Fig. 1: run 1, routing congestion
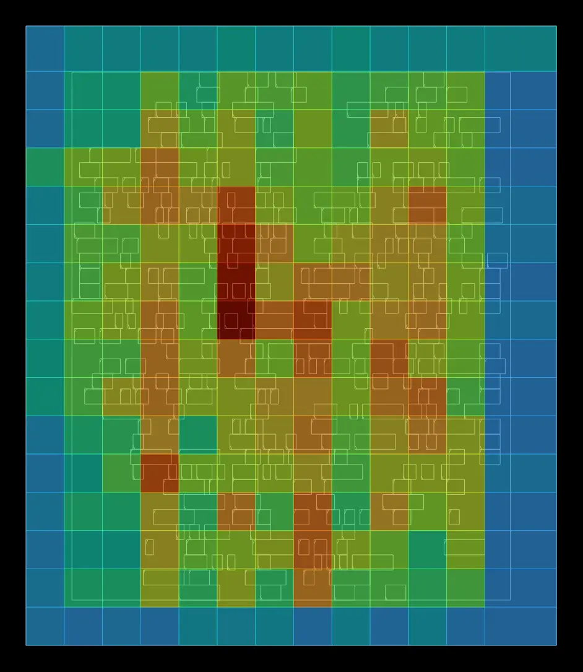
Fig. 2: run 1, routed clock nets over the placement
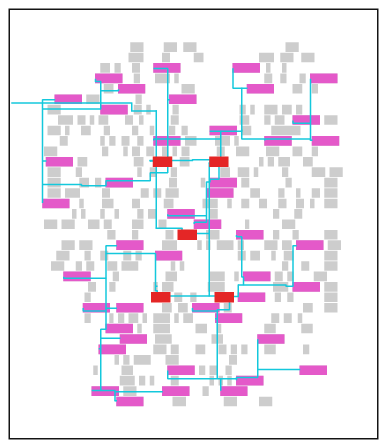
Fig. 3: run 1, PDN straps and rails
Pins as bars on the die edge. Tap cells in grey.
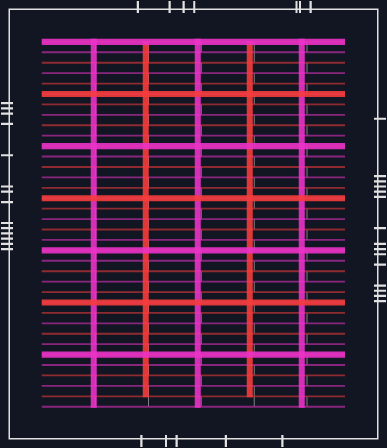
`config.mk`:
```
export PLATFORM = sky130hd
export DESIGN_NAME = req_gnt_initiator
export DESIGN_NICKNAME = d
export VERILOG_FILES = /design/src/rtl/req_gnt_pkg.sv /design/src/rtl/sat_counter.sv /design/src/rtl/req_gnt_initiator.sv
export SDC_FILE = /design/constraint.sdc
export NUM_CORES = 1
export LEC_CHECK = 0
export CELL_PAD_IN_SITES_DETAIL_PLACEMENT = 1
export CELL_PAD_IN_SITES_GLOBAL_PLACEMENT = 1
export CORE_ASPECT_RATIO = 1.2
export CORE_MARGIN = 8
export CORE_UTILIZATION = 30
export DETAILED_ROUTE_END_ITERATION = 8
export PLACE_DENSITY = 0.63
export SYNTH_ARGS = -nofsm -noshare
export SYNTH_HDL_FRONTEND = slang
export SYNTH_SLANG_ARGS = --single-unit
```
`constraint.sdc`:
```
create_clock -name clk -period 6.35 [get_ports clk]
set_clock_uncertainty 0.1 [all_clocks]
set_input_delay 0.9525 -clock clk [delete_from_list [all_inputs] [get_ports clk]]
set_output_delay 0.9525 -clock clk [all_outputs]
set_load 0.05 [all_outputs]
```
`src/rtl/req_gnt_pkg.sv`:
```
// ---------------------------------------------------------------------------
// req_gnt_pkg
//   Shared types and default constants for the requesting side of the
//   single-cycle req/gnt handshake.
//
//   Contents:
//     req_state_t      - FSM state encoding for req_gnt_initiator
//     DEF_TIMEOUT      - default WAIT window length (cycles)
//     DEF_MAX_RETRY    - default number of re-issues after a timeout
//     DEF_BACKOFF      - default idle gap between timeout and next req
//     DEF_CNT_W        - default statistics counter width
//     bits_for()       - width needed to count 0 .. n-1 (at least 1 bit)
// ---------------------------------------------------------------------------
package req_gnt_pkg;

    typedef enum logic [1:0] {
        ST_IDLE    = 2'd0,
        ST_REQ     = 2'd1,
        ST_WAIT    = 2'd2,
        ST_BACKOFF = 2'd3
    } req_state_t;

    localparam int DEF_TIMEOUT   = 8;
    localparam int DEF_MAX_RETRY = 2;
    localparam int DEF_BACKOFF   = 4;
    localparam int DEF_CNT_W     = 16;

    // Width of a counter that must hold the values 0 .. n-1.
    function automatic int bits_for(input int n);
        return (n <= 1) ? 1 : $clog2(n);
    endfunction

endpackage : req_gnt_pkg

```
`src/rtl/sat_counter.sv`:
```
// ---------------------------------------------------------------------------
// sat_counter
//   Up-counter that sticks at all-ones instead of wrapping.
//
//   Ports:
//     clk   in   1      clock, rising edge
//     clr   in   1      synchronous clear, highest priority
//     inc   in   1      increment request
//     q     out  WIDTH  current count
// ---------------------------------------------------------------------------
module sat_counter #(
    parameter int WIDTH = 16
) (
    input  logic             clk,
    input  logic             clr,
    input  logic             inc,
    output logic [WIDTH-1:0] q
);

    // NOTE: sequential state is always written with non-blocking (<=)
    // assignments so every register samples pre-edge values.
    always_ff @(posedge clk) begin
        if (clr) begin
            q <= '0;
        end else if (inc && (q != '1)) begin
            q <= q + WIDTH'(1);
        end
    end

endmodule : sat_counter

```
`src/rtl/req_gnt_initiator.sv`:
```
// ---------------------------------------------------------------------------
// req_gnt_initiator
//   Requesting side of the single-cycle req/gnt handshake. On an accepted
//   start it pulses req for one cycle, then waits up to TIMEOUT cycles for
//   gnt. On timeout it backs off for BACKOFF cycles and retries, up to
//   MAX_RETRY re-issues, then reports err. A grant inside the window
//   reports done. gnt seen outside the window is flagged as stray.
//   req can never be high on two consecutive cycles because REQ always
//   moves on to WAIT.
//
//   Ports:
//     clk          in   1      clock, rising edge
//     reset        in   1      synchronous, active-high reset
//     start        in   1      command strobe, only sampled when idle
//     gnt          in   1      grant from responder
//     req          out  1      request pulse, one cycle per attempt
//     busy         out  1      high from accepted start until done/err
//     done         out  1      one-cycle pulse, grant received
//     err          out  1      one-cycle pulse, all attempts timed out
//     stray        out  1      one-cycle pulse, gnt seen outside WAIT
//     grant_cnt    out  CNT_W  accepted grants, saturating
//     timeout_cnt  out  CNT_W  timed-out attempts, saturating
// ---------------------------------------------------------------------------
module req_gnt_initiator
    import req_gnt_pkg::*;
#(
    parameter int TIMEOUT   = DEF_TIMEOUT,
    parameter int MAX_RETRY = DEF_MAX_RETRY,
    parameter int BACKOFF   = DEF_BACKOFF,
    parameter int CNT_W     = DEF_CNT_W
) (
    input  logic             clk,
    input  logic             reset,
    input  logic             start,
    input  logic             gnt,
    output logic             req,
    output logic             busy,
    output logic             done,
    output logic             err,
    output logic             stray,
    output logic [CNT_W-1:0] grant_cnt,
    output logic [CNT_W-1:0] timeout_cnt
);

    // One timer is shared by WAIT and BACKOFF; it only ever counts to the
    // larger of the two lengths minus one.
    localparam int TW = bits_for((TIMEOUT > BACKOFF) ? TIMEOUT : BACKOFF);
    localparam int RW = bits_for(MAX_RETRY + 1);

    req_state_t    state_q, state_d;
    logic [TW-1:0] timer_q, timer_d;
    logic [RW-1:0] retry_q, retry_d;
    logic          done_d, err_d, stray_d;
    logic          grant_inc, timeout_inc;

    // NOTE: every signal written here gets a default first, so no path
    // through the case statement can leave one unassigned and infer a latch.
    always_comb begin
        state_d     = state_q;
        timer_d     = timer_q;
        retry_d     = retry_q;
        done_d      = 1'b0;
        err_d       = 1'b0;
        grant_inc   = 1'b0;
        timeout_inc = 1'b0;
        // Only WAIT consumes a grant; anywhere else it is unexpected.
        stray_d     = gnt && (state_q != ST_WAIT);

        case (state_q)
            ST_IDLE: begin
                if (start) begin
                    state_d = ST_REQ;
                    retry_d = '0;
                end
            end

            ST_REQ: begin
                state_d = ST_WAIT;
                timer_d = '0;
            end

            ST_WAIT: begin
                // A grant on the last window cycle beats the timeout.
                if (gnt) begin
                    state_d   = ST_IDLE;
                    done_d    = 1'b1;
                    grant_inc = 1'b1;
                end else if (timer_q == TW'(TIMEOUT - 1)) begin
                    timeout_inc = 1'b1;
                    if (retry_q < RW'(MAX_RETRY)) begin
                        retry_d = retry_q + RW'(1);
                        timer_d = '0;
                        state_d = ST_BACKOFF;
                    end else begin
                        err_d   = 1'b1;
                        state_d = ST_IDLE;
                    end
                end else begin
                    timer_d = timer_q + TW'(1);
                end
            end

            ST_BACKOFF: begin
                if (timer_q == TW'(BACKOFF - 1)) begin
                    state_d = ST_REQ;
                end else begin
                    timer_d = timer_q + TW'(1);
                end
            end

            default: state_d = ST_IDLE;
        endcase
    end

    // req and busy are registered copies of the next state, so they line up
    // with the state they describe without any combinational output path.
    always_ff @(posedge clk) begin
        if (reset) begin
            state_q <= ST_IDLE;
            timer_q <= '0;
            retry_q <= '0;
            req     <= 1'b0;
            busy    <= 1'b0;
            done    <= 1'b0;
            err     <= 1'b0;
            stray   <= 1'b0;
        end else begin
            state_q <= state_d;
            timer_q <= timer_d;
            retry_q <= retry_d;
            req     <= (state_d == ST_REQ);
            busy    <= (state_d != ST_IDLE);
            done    <= done_d;
            err     <= err_d;
            stray   <= stray_d;
        end
    end

    sat_counter #(
        .WIDTH (CNT_W)
    ) u_grant_cnt (
        .clk (clk),
        .clr (reset),
        .inc (grant_inc),
        .q   (grant_cnt)
    );

    sat_counter #(
        .WIDTH (CNT_W)
    ) u_timeout_cnt (
        .clk (clk),
        .clr (reset),
        .inc (timeout_inc),
        .q   (timeout_cnt)
    );

endmodule : req_gnt_initiator

```
==> changes_impl.md, run 1 <==
### Implementation results

* Status: complete, no violations
* Share of cells above drive strength 1 at 0.0691
* Drt drc at 0
* Placer congestion estimate at 0.771
* Total Power at about 0.00048 W
* Critical path startpoint category: primary input
* Min-Delay Path Depth at 2
* P_comb at between 0.00002 and 0.00003 W
* Maxcap violations at 0
* Leak Pwr at ~0.91 nW
* Crit-path max FO at 12
* Mapped Cells at 268
* Logic pwr share at 0.058
* Comb_multi_in at roughly 210
* Slowest-stage cell, CP: or4b_2
* Setup Fix Bufs, Post-CTS at 0
* Type of the worst setup path: in2reg
* IO Port Bufs at roughly 40
* R2r worst-path depth at 6
* Area delta synth->final at 24.2%
* Hold EP: timer_q[1]
* Min-delay src: timer_q[1]
* Worst path depth at 5
* Fmax at approximately 340 MHz
* Signal buffers at 41
* Worst-case clock buffer depth at 2
* CP Capture Type: register
* Initial antenna violation count at 0
* Top logic family: simple AND/OR/NAND/NOR gates
* Clock power share at 0.355
* Biggest regs: u_grant_cnt.q: 16 flops, u_timeout_cnt.q: 16 flops, timer_q: 3 flops
* Final setup viols at 0
* Min-delay worst type: reg2reg
* Post-synth top cells: dfxtp_1, a21oi_1, nor2_1
* Sequential fraction of design power at 0.587
* Power Sequential at roughly 0.00028 W
* Wirelength per Cell at between 15 and 20 µm
* Std cell rows at 35
* Non-Filler Instances at a little under 400
* FILL cells at between 900 and 1000
* Largest stage delay on the critical path at ~0.73 ns
* Top power group: sequential cells
* Crit path DRT at 6.48 ns
* Met3 WL post-DR at ~320 µm
* Worst path cell trace: clkdlybuf4s50_1 > and4bb_1 > nand3_1 > or4b_2 > a21oi_1
* Non-CTS inverters at 7
* Met2 usage at 0.214
* TritonCTS Buffers at 5
* Largest area contributor in the netlist: dfxtp_1
* Worst Path Arrival at 3.09 ns
* Registers at around 44
* Mux area share at 0.0525
* CTS clock-pin slew for the worst setup and hold paths at approximately 0.080 ns
* M1 WL at around 3.0 mm
* Syn Nets at roughly 280
* Num ports at 41
* Logic share of the area at 0.469
* DR WL met2 at roughly 3.2 mm
* Remaining Overflow, GRT at 0
* CP startpoint: gnt
* RSZ-0062 raised after global routing: no
* GR Util met1 at 0.154
* Most frequent logic cell in the layout: dfxtp_1
* Die Footprint at approximately 0.011 mm²
* Vias per cell at approximately 5.6
* Adder share at 0.0328
* Final Hold Vio Count at 0
* R2r setup slk at around 3.9 ns
* # hold bufs at CTS at 0
* Root buffer cell: clkbuf_8
* Area after DPL at around 0.0028 mm²
* Finished Cell Area at approximately 0.0028 mm²
* EDFF count, synth at 0
* Number of warnings in the stage logs at 28
* RR Endpoint: u_timeout_cnt.q[9]
* Nets at 314
* Synth top area share at 0.385
* CTS tree: yes
* DRT iter0 DRCs at approximately 93
Notes on Fig. 1 above:
gr usage total: 0.126
grt peak-use layer: met2

Notes on Fig. 2 above:
[red] clock drivers | count: 5
[cyan] clock wires | length: 666 µm
[magenta] flip-flops | count: 44
routed clock nets: 6

Notes on Fig. 3 above:
[red] VDD
[magenta] VSS
met1 rails: 36
met4 straps: 5
signal pins: 41
met5 straps: 7
Peak supply drop: 77.6 µV
Core Area: 0.00753 mm²
Die Width: 95.7 µm

## Run 2: what changed since run 1
--- a/config.mk
+++ b/config.mk
@@ -11,7 +11,7 @@
 export CORE_MARGIN = 8
 export CORE_UTILIZATION = 30
 export DETAILED_ROUTE_END_ITERATION = 8
-export PLACE_DENSITY = 0.63
+export PLACE_DENSITY = 0.65
 export SYNTH_ARGS = -nofsm -noshare
 export SYNTH_HDL_FRONTEND = slang
 export SYNTH_SLANG_ARGS = --single-unit
==> constraint.sdc (replaced) <==
create_clock -name clk -period 2.61 [get_ports clk]
set_clock_uncertainty 0.1 [all_clocks]
set_input_delay 0.3915 -clock clk [delete_from_list [all_inputs] [get_ports clk]]
set_output_delay 0.3915 -clock clk [all_outputs]
set_load 0.05 [all_outputs]
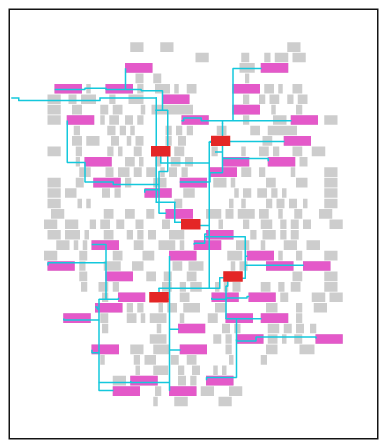
Fig. 4. Routed clock nets over the placement (run 2).
[cyan] clock wires | length: 655 µm
[magenta] flip-flops | count: 44
[red] clock drivers | count: 5
routed clock nets: 6

==> run 2 against run 1 <==
Compared with the run above: first-iteration DRC count decreased by 22%; synthesized area unchanged; register-to-register slack worse by 3.5 ns; total power went up to 2.7 times the previous value; flip-flop count unchanged; sequential power up 140%; routed wire length increased by 1.7%; final cell count grew 3.5%; worst hold slack better by 0.0034 ns; largest power group unchanged.
==> changes_impl.md, run 2 <==
### Implementation results

* Area delta synth->final at 29.7%
* Power Sequential at approximately 0.00068 W
* Final Hold Vio Count at 0
* Met3 WL post-DR at around 290 µm
* GR Util met1 at 0.155
* Largest area contributor in the netlist: dfxtp_1
* Non-Filler Instances at a little over 400
* Registers at approximately 44
* Worst Path Arrival at about 2.4 ns
* Internal at 0.000991 W
* Fin crit share at 0.856
* CTS tree: yes
* Placer congestion estimate at a little under 0.8
* Synth top area share at 0.385
* CTS clock-pin slew for the worst setup and hold paths at roughly 0.090 ns
* CP startpoint: timer_q[0]
* Post-synthesis async set-or-reset flop share at 0
* Die Width at between 90 and 100 µm
* Gr usage total at 0.127
* EDFF count, synth at 0
* Sequential fraction of design power at 0.530
* Slowest-stage cell, CP: or4_1
* Nets at 327
* Worst path depth at 7
* M1 WL at 3.05 mm
* Status: complete, no violations
* Wirelength per Cell at 16.2 µm
* R2r setup slk at 0.38 ns
* Leak Pwr at between 0.9 and 1 nW
* Adder share at 0.0328
* Post-synth top cells: dfxtp_1, a21oi_1, nor2_1
* Min-delay worst type: reg2reg
* Biggest regs: u_grant_cnt.q: 16 flops, u_timeout_cnt.q: 16 flops, timer_q: 3 flops
* Hold EP: timer_q[1]
* Grt peak-use layer: met2
* Comb_multi_in at 205
* Largest stage delay on the critical path at around 0.40 ns
* Root buffer cell: clkbuf_8
* Min-Delay Path Depth at 2
* CP Capture Type: register
* Mux area share at 0.0525
* Largest class: logic gates
* Non-CTS inverters at 7
* Most frequent logic cell in the layout: dfxtp_1
* RSZ-0062 raised after global routing: no
* Area after DPL at between 0.002 and 0.003 mm²
* Final setup viols at 0
* Mapped Cells at between 200 and 300
* Met2 usage at 0.214
* Yosys stat chip area at 0.00229 mm²
* ClkCell Share at 0.0362
* P_comb at 0.0000780 W
* Number of warnings in the stage logs at 28
* CTS sink cnt at between 40 and 50
* P per Cell Area at between 400 and 500 mW/mm²
* Core Area at between 0.007 and 0.008 mm²
* Share of cells above drive strength 1 at 0.110
* Crit path DRT at 2.74 ns
* Initial antenna violation count at 0
* Top power group: sequential cells
* Drt drc at 0
* Syn Nets at between 200 and 300
* Critical path startpoint category: register
* Remaining Overflow, GRT at 0
* Crit-path max FO at 8
* Diodes inserted at 0
* Max-slew violations at 0
* Syn Area/Cell at between 8 and 9 µm²
* Type of the worst setup path: reg2reg
* Top logic family: simple AND/OR/NAND/NOR gates
* Logic share of the area at 0.449
* Worst path cell trace: ha_1 > ha_1 > and4bb_1 > nand2_1 > buf_4 > or4_1 > a21oi_1
* FILL cells at between 900 and 1000
* Setup Fix Bufs, Post-CTS at 0
* Maxcap violations at 0
* Signal buffers at around 54
* TritonCTS Buffers at 5
* DR WL met2 at approximately 3.2 mm
* Vias per cell at 5.57
* Logic pwr share at 0.060
* RR Endpoint: u_timeout_cnt.q[14]
* Clock power share at 0.410
* Num ports at 41
* Min-delay src: timer_q[1]
* Die Footprint at roughly 0.011 mm²
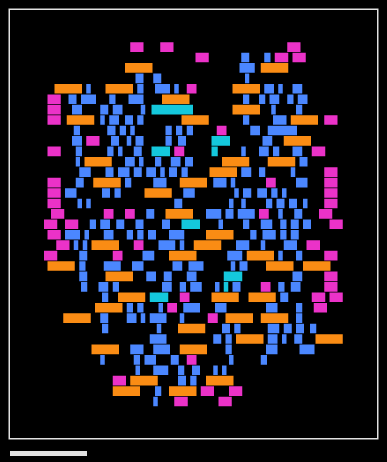
Fig. 5. Placement by cell class (run 2).
Bar = 20 µm.
[orange] sequential cells | cells: 44 | share of their area: 31%
[magenta] remaining buffers and delay cells | cells: 54 | share of their area: 18%
[blue] combinational and other logic | cells: 212 | share of their area: 48%
[cyan] clock drivers and dummy loads | cells: 8 | share of their area: 3.8%
std cell rows: 35
Seq/total area: 0.297
Finished Cell Area: 0.00297 mm²
final core occ: 0.394

No activity file was given, so power comes from the tool's default toggle rates.
